ff_map.png
Bar = 50 um.
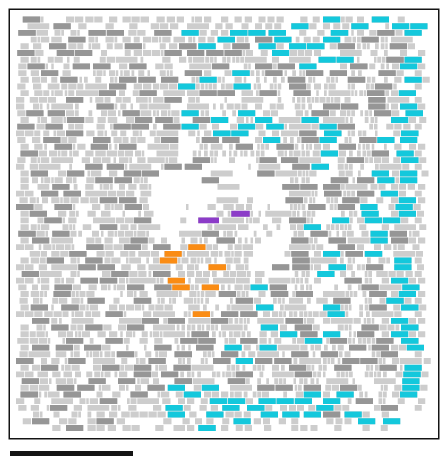
route_heat.png
Bar = 50 um. The die is cut into 35 by 35 equal tiles; dark blue is low, red is high, scaled to the fullest tile. Values are wire area over tile area, all layers added.
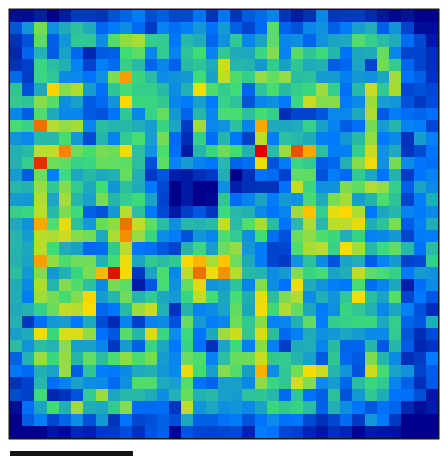
congestion_map.png
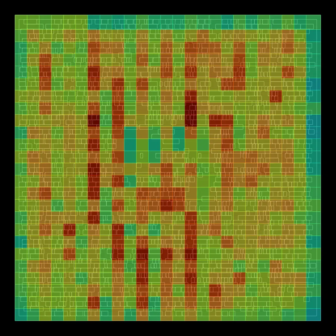
class_map.png
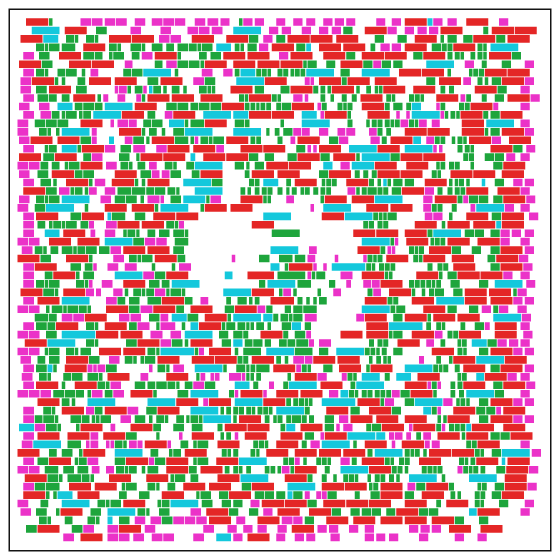
==> config.mk <==
export PLATFORM = sky130hd
export DESIGN_NAME = spi_main
export DESIGN_NICKNAME = d
export VERILOG_FILES = /design/src/rtl/spi_pkg.sv /design/src/rtl/spi_clk_div.sv /design/src/rtl/spi_main.sv
export SDC_FILE = /design/constraint.sdc
export NUM_CORES = 1
export LEC_CHECK = 0
export CAP_MARGIN = 15
export CORE_MARGIN = 2
export CORE_UTILIZATION = 51
export CTS_CLUSTER_DIAMETER = 30
export DETAILED_ROUTE_END_ITERATION = 10
export GPL_TIMING_DRIVEN = 0
export PLACE_DENSITY_LB_ADDON = 0.1
export SLEW_MARGIN = 20
export SYNTH_ARGS = -nofsm -noshare
export SYNTH_HDL_FRONTEND = slang
export SYNTH_SLANG_ARGS = --single-unit
==> constraint.sdc <==
create_clock -name clk -period 2 [get_ports clk]
set_input_delay 0.6 -clock clk [delete_from_list [all_inputs] [get_ports clk]]
set_output_delay 0.6 -clock clk [all_outputs]
set_load 0.02 [all_outputs]
==> results.json <==
{
  "clkSinkCount": 399,
  "mux_area_share_pct": 8.71,
  "cts_setup_buffers": 6,
  "clock_skew_ns": 0.0204,
  "drt_first_pass_iters": 5,
  "hold_viol_final": 0,
  "final_common_cell": "dfxtp_1",
  "final_cell_count_no_fill": 2298,
  "avgViaCountPerCell": 5.48,
  "yosys-stat-cells": 1510,
  "setup_viol": 0,
  "combPwrFrac_pct": 22.1,
  "setup_slack_ns": 0.0374,
  "worst_pin_slew_ns": 0.733,
  "total_power_uw": 28400,
  "signal_buffers": 417,
  "io_pins": 265,
  "hp-class": "reg2reg",
  "htree_num_levels": 3,
  "relSlewSlack_pct": 51.1,
  "warning_count": 30,
  "holdPathStages": 2,
  "power_frac_seq_pct": 33.8,
  "dr_wl_met2_um": 17800,
  "adder_share_pct": 0.425,
  "p_sw_uw": 8370,
  "path_buffers": 1,
  "syn_inst": 1510,
  "fp-utilization_pct": 51.5,
  "p_leak_uw": 0.00812,
  "synthDominantCellAreaShare_pct": 54.3,
  "p_sw_share_pct": 29.4,
  "endpoint_kind": "output pin",
  "gp_congestion": 0.806,
  "status": "complete, no violations",
  "cp.required_ns": 1.40,
  "grt_pass1_wl_um": 61800,
  "crit_fanout": 4,
  "clkbuf_count": 100,
  "clk_share_pct": 12.5,
  "die_area_um2": 30200,
  "slew_violations": 0,
  "place_area_um2": 17800,
  "fin_nets": 1996,
  "ant_nets": 0,
  "num_tap_cells": 384,
  "maxPowerGroup": "the clock network",
  "met1Wirelength_um": 16200,
  "cts_buffer_depth": 3,
  "drc_errors": 0,
  "fin_tns_setup_ns": 0,
  "flops": 399,
  "pwr-share-clk_pct": 44.1,
  "synth.area.top_cells": "dfxtp_1 54%, mux2i_1 8.7%, a22o_1 7.6%",
  "cp_slowest_cell": "dfxtp_1",
  "clk_pin_slew_ns": 0.05,
  "comb_power_uw": 6280,
  "cts_made_buffers": 75,
  "syn_to_final_growth_pct": 40.1,
  "p_int_uw": 20100,
  "drtIter0Drc": 734,
  "top_layer": "met5",
  "syn_area_per_cell_um2": 9.75,
  "diodes": 0,
  "synth_flops": 399,
  "buf_share_pct": 16.4,
  "syn-cell-area_um2": 14700,
  "critical_path_class": "reg2out",
  "comb_area_um2": 6150,
  "critPathLaunchType": "flip-flop",
  "holdWs_ns": 0.466,
  "syn_nets": 1647,
  "synthAoiAreaFrac_pct": 19.4,
  "cts_resized": 197,
  "sh_comb_area_pct": 29.8,
  "die_w_um": 174,
  "drive_gt1_share_pct": 13.6,
  "power_density_nw_per_um2": 1380,
  "antenna_found_initial": 2,
  "dp.cells": 2157,
  "arrival_ns": 1.36,
  "synthDistinctLibCells": 37,
  "ff2ff_setup_slack_ns": 0.07,
  "top_cells_by_count": "399 x dfxtp_1, 138 x nor2_1, 134 x a21oi_1",
  "seq_area_frac_synth_pct": 54.3,
  "crit_chain": "dlygate4sd2_1",
  "grt_overflow": 0,
  "maxCapViolations": 0
}
Back to the opening pictures, ff_map.png:
color	netlist name	sequential cells
purple	state	2
orange	bit_cnt	8
cyan	rx	128
not colored	261
Seq power: 9620 uW
Final Core Density: 72.2%

Back to the opening pictures, route_heat.png:
fullest tile	0.58
mean over tiles	0.21
nearly empty tiles	1.9%
tiles over half the peak	22%
densest ninth of the die	left middle
via count: 12600
final WL: 38100 um
wire per inst: 16.6 um
GRT Util Overall: 24.5%

Back to the opening pictures, congestion_map.png:
met1 GRT Util: 30.8%
met3 usage: 7.04%
GRT busiest layer: met2
GRT met2 Usage: 39.5%

Back to the opening pictures, class_map.png:
color	class	cells	share of their area
green	remaining logic cells	966	31%
magenta	remaining buffers and delay cells	417	17%
red	registers	399	40%
cyan	clock drivers and dummy loads	132	13%
FP Rows: 62
design area: 20600 um2
core area: 28500 um2

Power and IR drop assume default switching activity.
